Figure 1. Power grid (run 1).
Bar = 20 um. Pins as bars on the die edge.
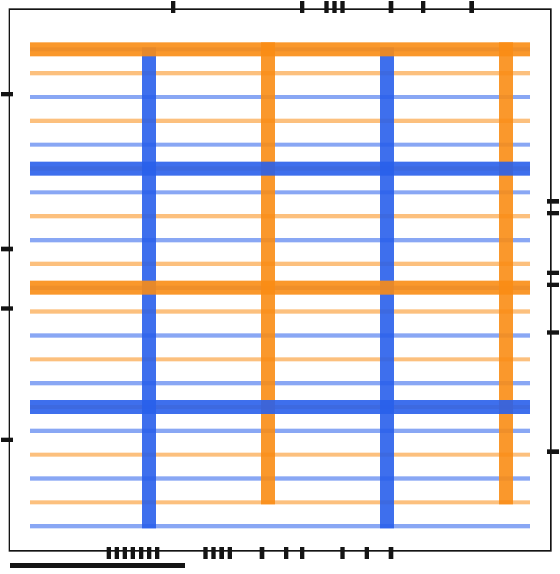
Figure 2. Cells coloured by class (run 1).
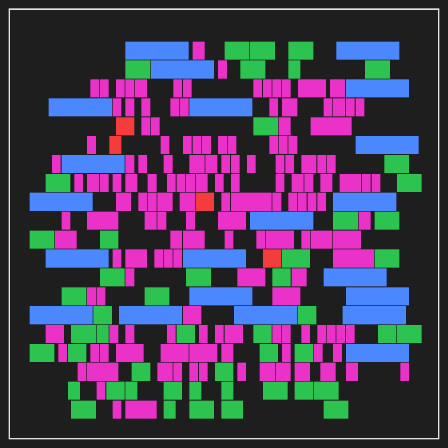
Figure 3. Routed clock nets over the placement (run 1).
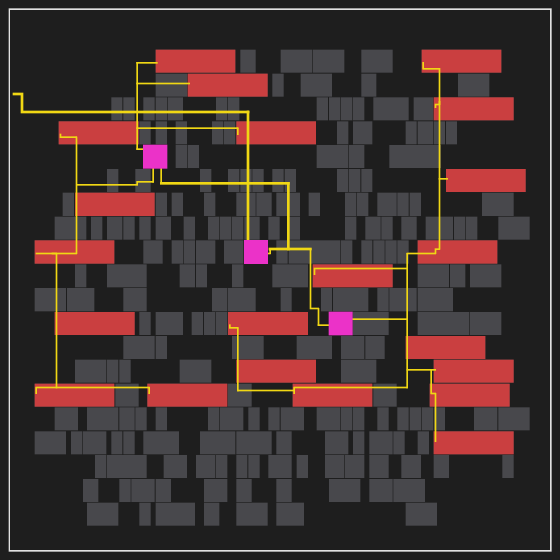
<file path="config.mk">
export PLATFORM = sky130hd
export DESIGN_NAME = cpu_seq_controller_flat
export DESIGN_NICKNAME = d
export VERILOG_FILES = /design/src/rtl/cpu_seq_controller_if.sv /design/src/rtl/cpu_seq_controller.sv /design/src/flat_wrapper.sv
export SDC_FILE = /design/constraint.sdc
export NUM_CORES = 1
export LEC_CHECK = 0
export ABC_AREA = 1
export CORE_MARGIN = 2
export CORE_UTILIZATION = 40
export DETAILED_ROUTE_END_ITERATION = 8
export GPL_ROUTABILITY_DRIVEN = 0
export PLACE_DENSITY = 0.66
export SLEW_MARGIN = 20
export SYNTH_ARGS = -nofsm -noshare
export SYNTH_HDL_FRONTEND = slang
export SYNTH_SLANG_ARGS = --single-unit
export TNS_END_PERCENT = 50
</file>
<file path="constraint.sdc">
create_clock -name CLK -period 1.85 [get_ports CLK]
set_clock_uncertainty 0.2 [all_clocks]
set_input_delay 0.185 -clock CLK [delete_from_list [all_inputs] [get_ports CLK]]
set_output_delay 0.185 -clock CLK [all_outputs]
set_load 0.01 [all_outputs]
</file>
<file path="src/rtl/cpu_seq_controller_if.sv">
// Bundles the datapath-facing signals of the sequencer.
// slave = the controller itself; master = whoever drives run/step/opcode/zero.
interface cpu_seq_controller_if #(
  parameter int CNT_W = 16
);
  logic             run;
  logic             step;
  logic [3:0]       opcode;
  logic             zero;
  logic             ir_we;
  logic             pc_we;
  logic             pc_src;
  logic             reg_write;
  logic             alu_src;
  logic [1:0]       alu_control;
  logic             busy;
  logic             halted;
  logic             illegal;
  logic [CNT_W-1:0] retired;

  modport slave (
    input  run, step, opcode, zero,
    output ir_we, pc_we, pc_src, reg_write, alu_src, alu_control,
           busy, halted, illegal, retired
  );

  modport master (
    output run, step, opcode, zero,
    input  ir_we, pc_we, pc_src, reg_write, alu_src, alu_control,
           busy, halted, illegal, retired
  );
endinterface

</file>
<file path="src/rtl/cpu_seq_controller.sv">
// Multi-cycle FETCH/DECODE/EXEC/WB sequencer for the 8-bit CPU datapath,
// with run/single-step control, halt/illegal detection and a retired counter.
module cpu_seq_controller #(
  parameter int CNT_W = 16
) (
  input  logic                  CLK,
  input  logic                  reset,
  cpu_seq_controller_if.slave   bus
);

  typedef enum logic [2:0] {
    IDLE, FETCH, DECODE, EXEC, WB, HALT
  } state_t;

  state_t           state_q, state_d;
  logic             step_prev_q;
  logic             illegal_q, illegal_d;
  logic [CNT_W-1:0] retired_q, retired_d;

  logic             step_rise;
  logic             op_halt, op_beq, op_legal;
  logic [1:0]       op_alu_ctl;
  logic             op_imm;

  logic             ir_we, pc_we, pc_src, reg_write, alu_src, busy, halted;
  logic [1:0]       alu_control;

  assign step_rise = bus.step & ~step_prev_q;

  always_comb begin
    op_halt    = (bus.opcode == 4'hF);
    op_beq     = (bus.opcode == 4'h5);
    op_legal   = (bus.opcode <= 4'h5) || op_halt;
    op_imm     = (bus.opcode == 4'h4);
    op_alu_ctl = 2'b00;
    case (bus.opcode)
      4'h1, 4'h5: op_alu_ctl = 2'b01;
      4'h2:       op_alu_ctl = 2'b10;
      4'h3:       op_alu_ctl = 2'b11;
      default:    op_alu_ctl = 2'b00;
    endcase
  end

  // Next-state, counters and strobes all decode from the current state;
  // the completing phase (BEQ EXEC or WB) makes the run/idle decision.
  always_comb begin
    state_d     = state_q;
    illegal_d   = illegal_q;
    retired_d   = retired_q;
    ir_we       = 1'b0;
    pc_we       = 1'b0;
    pc_src      = 1'b0;
    reg_write   = 1'b0;
    alu_src     = 1'b0;
    alu_control = 2'b00;
    busy        = 1'b0;
    halted      = 1'b0;
    case (state_q)
      IDLE: begin
        if (bus.run || step_rise) state_d = FETCH;
      end
      FETCH: begin
        busy    = 1'b1;
        ir_we   = 1'b1;
        state_d = DECODE;
      end
      DECODE: begin
        busy = 1'b1;
        if (!op_legal) begin
          illegal_d = 1'b1;
          state_d   = HALT;
        end else if (op_halt) begin
          state_d = HALT;
        end else begin
          state_d = EXEC;
        end
      end
      EXEC: begin
        busy        = 1'b1;
        alu_control = op_alu_ctl;
        alu_src     = op_imm;
        if (op_beq) begin
          pc_we     = 1'b1;
          pc_src    = bus.zero;
          retired_d = retired_q + CNT_W'(1);
          state_d   = bus.run ? FETCH : IDLE;
        end else begin
          state_d = WB;
        end
      end
      WB: begin
        busy        = 1'b1;
        alu_control = op_alu_ctl;
        alu_src     = op_imm;
        reg_write   = 1'b1;
        pc_we       = 1'b1;
        retired_d   = retired_q + CNT_W'(1);
        state_d     = bus.run ? FETCH : IDLE;
      end
      HALT: begin
        halted = 1'b1;
      end
      default: state_d = IDLE;
    endcase
  end

  always_ff @(posedge CLK or negedge reset) begin
    if (!reset) begin
      state_q     <= IDLE;
      step_prev_q <= 1'b0;
      illegal_q   <= 1'b0;
      retired_q   <= '0;
    end else begin
      state_q     <= state_d;
      step_prev_q <= bus.step;
      illegal_q   <= illegal_d;
      retired_q   <= retired_d;
    end
  end

  assign bus.ir_we       = ir_we;
  assign bus.pc_we       = pc_we;
  assign bus.pc_src      = pc_src;
  assign bus.reg_write   = reg_write;
  assign bus.alu_src     = alu_src;
  assign bus.alu_control = alu_control;
  assign bus.busy        = busy;
  assign bus.halted      = halted;
  assign bus.illegal     = illegal_q;
  assign bus.retired     = retired_q;

endmodule

</file>
<file path="src/flat_wrapper.sv">
// flat-port wrapper written by rule: the top's interface ports become plain ports
module cpu_seq_controller_flat 
#(
  parameter int CNT_W = 16
)
  (CLK, reset, bus_run, bus_step, bus_opcode, bus_zero, bus_ir_we, bus_pc_we, bus_pc_src, bus_reg_write, bus_alu_src, bus_alu_control, bus_busy, bus_halted, bus_illegal, bus_retired);
  cpu_seq_controller_if #(.CNT_W(CNT_W)) bus_i ();
  input  logic CLK;
  input  logic reset;
  input wire logic [$bits(bus_i.run)-1:0] bus_run;
  input wire logic [$bits(bus_i.step)-1:0] bus_step;
  input wire logic [$bits(bus_i.opcode)-1:0] bus_opcode;
  input wire logic [$bits(bus_i.zero)-1:0] bus_zero;
  output wire logic [$bits(bus_i.ir_we)-1:0] bus_ir_we;
  output wire logic [$bits(bus_i.pc_we)-1:0] bus_pc_we;
  output wire logic [$bits(bus_i.pc_src)-1:0] bus_pc_src;
  output wire logic [$bits(bus_i.reg_write)-1:0] bus_reg_write;
  output wire logic [$bits(bus_i.alu_src)-1:0] bus_alu_src;
  output wire logic [$bits(bus_i.alu_control)-1:0] bus_alu_control;
  output wire logic [$bits(bus_i.busy)-1:0] bus_busy;
  output wire logic [$bits(bus_i.halted)-1:0] bus_halted;
  output wire logic [$bits(bus_i.illegal)-1:0] bus_illegal;
  output wire logic [$bits(bus_i.retired)-1:0] bus_retired;
  assign bus_i.run = bus_run;
  assign bus_i.step = bus_step;
  assign bus_i.opcode = bus_opcode;
  assign bus_i.zero = bus_zero;
  assign bus_ir_we = bus_i.ir_we;
  assign bus_pc_we = bus_i.pc_we;
  assign bus_pc_src = bus_i.pc_src;
  assign bus_reg_write = bus_i.reg_write;
  assign bus_alu_src = bus_i.alu_src;
  assign bus_alu_control = bus_i.alu_control;
  assign bus_busy = bus_i.busy;
  assign bus_halted = bus_i.halted;
  assign bus_illegal = bus_i.illegal;
  assign bus_retired = bus_i.retired;
  cpu_seq_controller #(.CNT_W(CNT_W)) u_core (.CLK(CLK), .reset(reset), .bus(bus_i));
endmodule
</file>
==> reports/summary.txt, run 1 <==
Outcome = finished, violations left
Violated checks = setup timing
Fin crit share = 1.03
Flop area = 526 um2
Top cells by area = dfrtp_1 40%, nand2_1 18%, inv_1 5.9%
Antenna-violating nets left = 0
IO Pins = 35
Routed wl met3 = 109 um
Clkbuf count = 3
Largest power group = combinational cells
Layout cell share with drive strength beyond 1 = 0.223
Most frequent cell after synthesis = nand2_1
Vias in the first global route = 1229
Logic pwr share = 0.511
WL per Instance = 11.6 um
Fin Hold WS = 0.00317 ns
Syn_nets = 187
Post-Synthesis Cells = 177
Hold Buf Count CTS = 0
Met1 wire length = 1.47 mm
Ys flop type = dfrtp_1
Crit. Startpoint = u_core.state_q[2]$_DFFE_PN0P_
XORs/XNORs by Area = 0.0697
Top cell type's share of synthesized area = 0.396
CTS max path bufs = 2
Syn Area/Cell = 7.50 um2
Remaining global-route overflow = 0
Hold/Removal Path Class = in -> async
R2R setup slack = 0.15 ns
Final Max Slew Viols = 0
Number of enable flip-flop cells = 0
DP Area = 0.00179 mm2
Flop share of the area = 0.287
Fin. Hold Viols = 0
Number of remaining DRC errors = 0
Critical path arrival = 1.51 ns
Crit path time final = 1.90 ns
Most Frequent Cell on Critical Path = inv_2
WL final = 3.17 mm
Nets = 240
Synth Area in Adders = 0.00943
Pre-Place Util = 0.428
Fraction of cell area in non-clock buffers = 0.233
Comb group = 0.922 mW
Row count = 20
Layer with the highest usage = met2
Worst slack at placement = -0.227 ns
Seq share, synth = 0.396
Post-DP HPWL = 2.52 mm
Die area = 0.00380 mm2
Area growth syn-to-layout = 38.1%
Comb_multi_in = 130
Simple-Gate Area Share = 0.392
Seq Cell Count = 21
H-tree levels = 1
First-pass GRT wire length = 5.32 mm
Setup_tns = -0.0987 ns
Mux share = 0
CP max stage delay = 0.41 ns
Largest net degree at the start of global routing = 24
# setup viols final = 3
Worst setup EP type = output pin
Combinational Area = 707 um2
Sw Ratio = 0.402
Power per cell area = 983 mW/mm2
GR met3 Demand/Resource = 0.0441
# Cells Yosys = 177
Mapped cell area = 0.00133 mm2
Seq pwr = 0.651 mW
WL met2 = 1.55 mm
Sink Count = 21
DR pass1 iterations = 4
Switching power = 0.724 mW
Crit path max-delay cell type = dfrtp_1
Tool Warnings = 28
Multi-input combinational area share = 0.386
Initial antenna violation count = 0
Crit path capture = bus_alu_control[1]
# resized after CTS = 29
Via count = 1280
Largest logic family = simple AND/OR/NAND/NOR gates
Sum of buffers and inverters on the critical path = 4
Antenna Cells = 0
Max Cap Viol = 0
Global-route met2 utilization = 0.326
Cell variety after synth = 25
Post-synthesis compound-gate area fraction = 0.0443
Reg2Reg Depth = 7
CP delay by family, top = simple AND/OR/NAND/NOR gates
CP Launch Type = flip-flop
Yosys chip area = 0.00133 mm2
Top Layout Cells = 62 x nand2_1, 25 x clkdlybuf4s50_1, 21 x dfrtp_1
Dominant kind of cell by area = logic gates
Leakage = 0.902 nW
Register share of total power = 0.361
Post-CTS Repair Setup Buffers = 1
Final Worst Setup Slack = -0.0480 ns
CTS root buffer = clkbuf_4
Reg2reg start = u_core.state_q[1]$_DFFE_PN0P_
Cell Chain, Critical Path = inv_2, nand2_4, nor2_4, inv_1, nand2_2, inv_2, nor4_2, buf_2
Top sig layer = met4
Synth area leader = dfrtp_1
Worst Tran Pin Value = 0.307 ns
Synth Register Bits = 21
CTS clock-pin slew for the worst setup and hold paths = 0.12 ns
Clock network area share = 0.0150
Yosys warning count = 0
Post-placement cell count = 266
RSZ-0062 raised after global routing = true
Worst EP required = 1.46 ns
Logic depth of the worst setup path including buffers = 8
Max Clock Freq = 0.527 GHz
Total design power = 1.80 mW
Critical path class = reg -> out
CTS tree = done
GR Util All Layers = 0.190
Critical Path Fanout Max = 2
P_int = 1.08 mW
Nonclk buf count = 50
Number of fill cells = 317
Inverters = 24
Commonest Layout Cell = nand2_1
FF-to-FF End = u_core.bus.retired[2]$_DFFE_PN0P_
CTS Buf Count = 3
Iter 0 DRT Violations = 43
Drt via density = 4.69
Non-Filler Instances = 273
Synth top cells by count = 63 x nand2_1, 21 x dfrtp_1, 21 x inv_1, 20 x nor2_1, 9 x nand3_1
Slew margin rel. = 0.795
Max reg flops = 16
M1 GR Usage = 0.231
Tap cells = 44
Port buffer count = 34
Post-synth ARST share = 1.00
Notes on Figure 1 above:
legend:
  blue:
    net: VSS
  orange:
    net: VDD
met1 rails: 21
signal pins: 35
rows: 20
met5 straps: 4
Die X: 61.6 um
Placeable Area: 0.00310 mm2
Die Ht: 61.6 um
maximum vdd drop: 0.000635 V

Notes on Figure 2 above:
legend:
  magenta:
    class: remaining logic cells
    cells: 154
    share_of_their_area: 45%
  blue:
    class: registers
    cells: 21
    share_of_their_area: 30%
  red:
    class: clock drivers and dummy loads
    cells: 4
    share_of_their_area: 1.5%
  green:
    class: remaining buffers and delay cells
    cells: 50
    share_of_their_area: 24%
fin util: 0.591
cell area after layout: 0.00183 mm2

Notes on Figure 3 above:
legend:
  yellow:
    item: clock wires
    length: 285 um
  magenta:
    item: clock-net drivers
    count: 3
  red:
    item: flip-flops
    count: 21
routed clock nets: 4
clock network fraction of design power: 0.128
Clk. pwr: 0.230 mW
Latency at later pin: 0.31 ns

## Run 2: what changed since run 1
clock period = 2.2 ns   (was 1.85 ns; I/O delays follow)
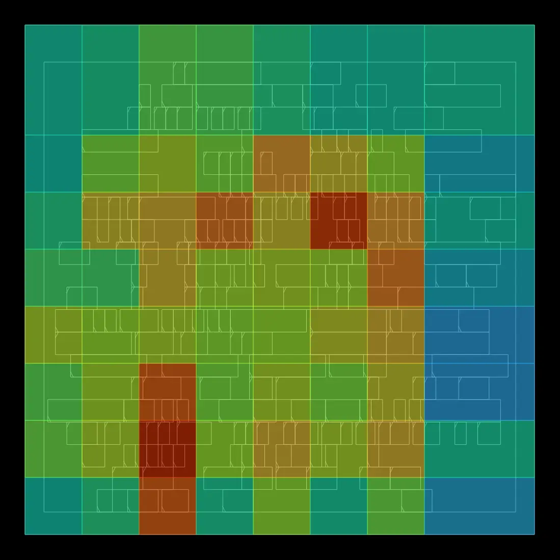
Figure 4: run 2, congestion heat map.
WL per Instance: 11.0 um
layer with the highest usage: met2
GR met3 Demand/Resource: 0.0546
M1 GR Usage: 0.232
global-route met2 utilization: 0.278

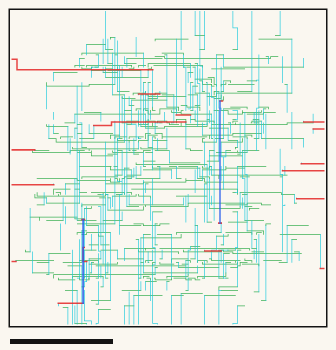
Figure 5: run 2, metal layers overlaid.
Bar = 20 um.
legend:
  blue:
    layer: M4
    wire_length: 40.1 um
  red:
    layer: M3
    wire_length: 105 um
  cyan:
    layer: M2
    wire_length: 1350 um
  green:
    layer: M1
    wire_length: 1370 um
GR Util All Layers: 0.175
via count: 1208
WL final: 2.87 mm

==> run 2 against run 1 <==
Effect of this change: the run now ends clean; clock power fell by about 20%; flip-flop count did not move; register-to-register slack improved by 0.30 ns; cell area fell by 4.4%; first-iteration DRC count rose by 23%; critical path depth fell by 3; critical endpoint is now bus_busy.
==> reports/summary.txt, run 2 <==
Outcome = finished, final reports clean
Post-placement cell count = 256 (-3.8%)
CTS Buf Count = 3 (unchanged)
CTS max path bufs = 2 (unchanged)
Comb_multi_in = 130 (unchanged)
Maximum vdd drop = 0.000552 V (-13%)
Seq share, synth = 0.396 (unchanged)
Crit path capture = bus_busy
Seq pwr = 0.573 mW (-12%)
Max Cap Viol = 0 (unchanged)
Yosys chip area = 0.00133 mm2 (unchanged)
RSZ-0062 raised after global routing = true
FF-to-FF End = u_core.bus.retired[2]$_DFFE_PN0P_
Tool Warnings = 27 (-3.6%)
Latency at later pin = 0.30 ns (about the same)
Sw Ratio = 0.404 (+0.00166)
Critical path class = reg -> out
CTS root buffer = clkbuf_4
# Cells Yosys = 177 (unchanged)
Clkbuf count = 3 (unchanged)
DP Area = 0.00172 mm2 (-4.2%)
Mux share = 0 (unchanged)
Total design power = 1.41 mW (-22%)
Die Ht = 61.6 um (unchanged)
Final Max Slew Viols = 0 (unchanged)
Non-Filler Instances = 260 (-4.8%)
CP Launch Type = flip-flop
Max reg flops = 16 (unchanged)
Clock network area share = 0.0157 (+0.000697)
Syn_nets = 187 (unchanged)
XORs/XNORs by Area = 0.0697 (unchanged)
Number of remaining DRC errors = 0 (unchanged)
Cell Chain, Critical Path = nor2_2, nand2_2, buf_4, nand3_1, clkdlybuf4s50_1
Nonclk buf count = 37 (-26%)
Clk. pwr = 0.185 mW (-20%)
Synth area leader = dfrtp_1
Commonest Layout Cell = nand2_1
Synth top cells by count = 63 x nand2_1, 21 x dfrtp_1, 21 x inv_1, 20 x nor2_1, 9 x nand3_1
Most frequent cell after synthesis = nand2_1
Switching power = 0.570 mW (-21%)
CTS tree = done
Reg2Reg Depth = 7 (unchanged)
Fraction of cell area in non-clock buffers = 0.201 (-0.0320)
Leakage = 0.852 nW (-5.5%)
DR pass1 iterations = 4 (unchanged)
Routed wl met3 = 104 um (-4.6%)
Tap cells = 44 (unchanged)
Yosys warning count = 0 (unchanged)
P_int = 0.842 mW (-22%)
Iter 0 DRT Violations = 53 (+23%)
Multi-input combinational area share = 0.399 (+0.0136)
Sum of buffers and inverters on the critical path = 2 (-2)
Post-Synthesis Cells = 177 (unchanged)
Mapped cell area = 0.00133 mm2 (unchanged)
Top cells by area = dfrtp_1 40%, nand2_1 18%, inv_1 5.9%
Fin. Hold Viols = 0 (unchanged)
Number of fill cells = 327 (+3.2%)
Port buffer count = 34 (unchanged)
Seq Cell Count = 21 (unchanged)
R2R setup slack = 0.45 ns (+0.30 ns)
First-pass GRT wire length = 4.97 mm (-6.5%)
Crit path max-delay cell type = clkdlybuf4s50_1
CTS clock-pin slew for the worst setup and hold paths = 0.12 ns (about the same)
Antenna Cells = 0 (unchanged)
CP max stage delay = 0.53 ns (+0.12 ns)
Worst EP required = 1.78 ns (+0.32 ns)
Worst slack at placement = 0.0217 ns (+0.249 ns)
Logic pwr share = 0.463 (-0.048)
Fin util = 0.565 (-0.0262)
Clock network fraction of design power = 0.131 (+0.003)
Max Clock Freq = 0.463 GHz
Comb group = 0.653 mW (-29%)
Synth Register Bits = 21 (unchanged)
Fin crit share = 0.981
Number of enable flip-flop cells = 0 (unchanged)
Cell area after layout = 0.00175 mm2 (-4.4%)
Pre-Place Util = 0.428 (unchanged)
Flop area = 527 um2 (+0.24%)
Top Layout Cells = 63 x nand2_1, 29 x clkdlybuf4s50_1, 21 x inv_1
Largest power group = combinational cells
Post-synth ARST share = 1.00 (unchanged)
Area growth syn-to-layout = 32.0%
Hold/Removal Path Class = in -> async
Top sig layer = met4
Setup_tns = 0 ns (+0.0987 ns)
Crit path time final = 2.16 ns
Synth Area in Adders = 0.00943 (unchanged)
Post-CTS Repair Setup Buffers = 0 (-1)
Reg2reg start = u_core.state_q[0]$_DFFE_PN0P_
Simple-Gate Area Share = 0.392 (unchanged)
Register share of total power = 0.406 (+0.045)
CP delay by family, top = buffers and inverters
Flop share of the area = 0.301 (+0.0140)
Initial antenna violation count = 0 (unchanged)
Final Worst Setup Slack = 0.0410 ns (+0.0890 ns)
Power figures rest on the tool's default switching activity, not on a simulated workload.
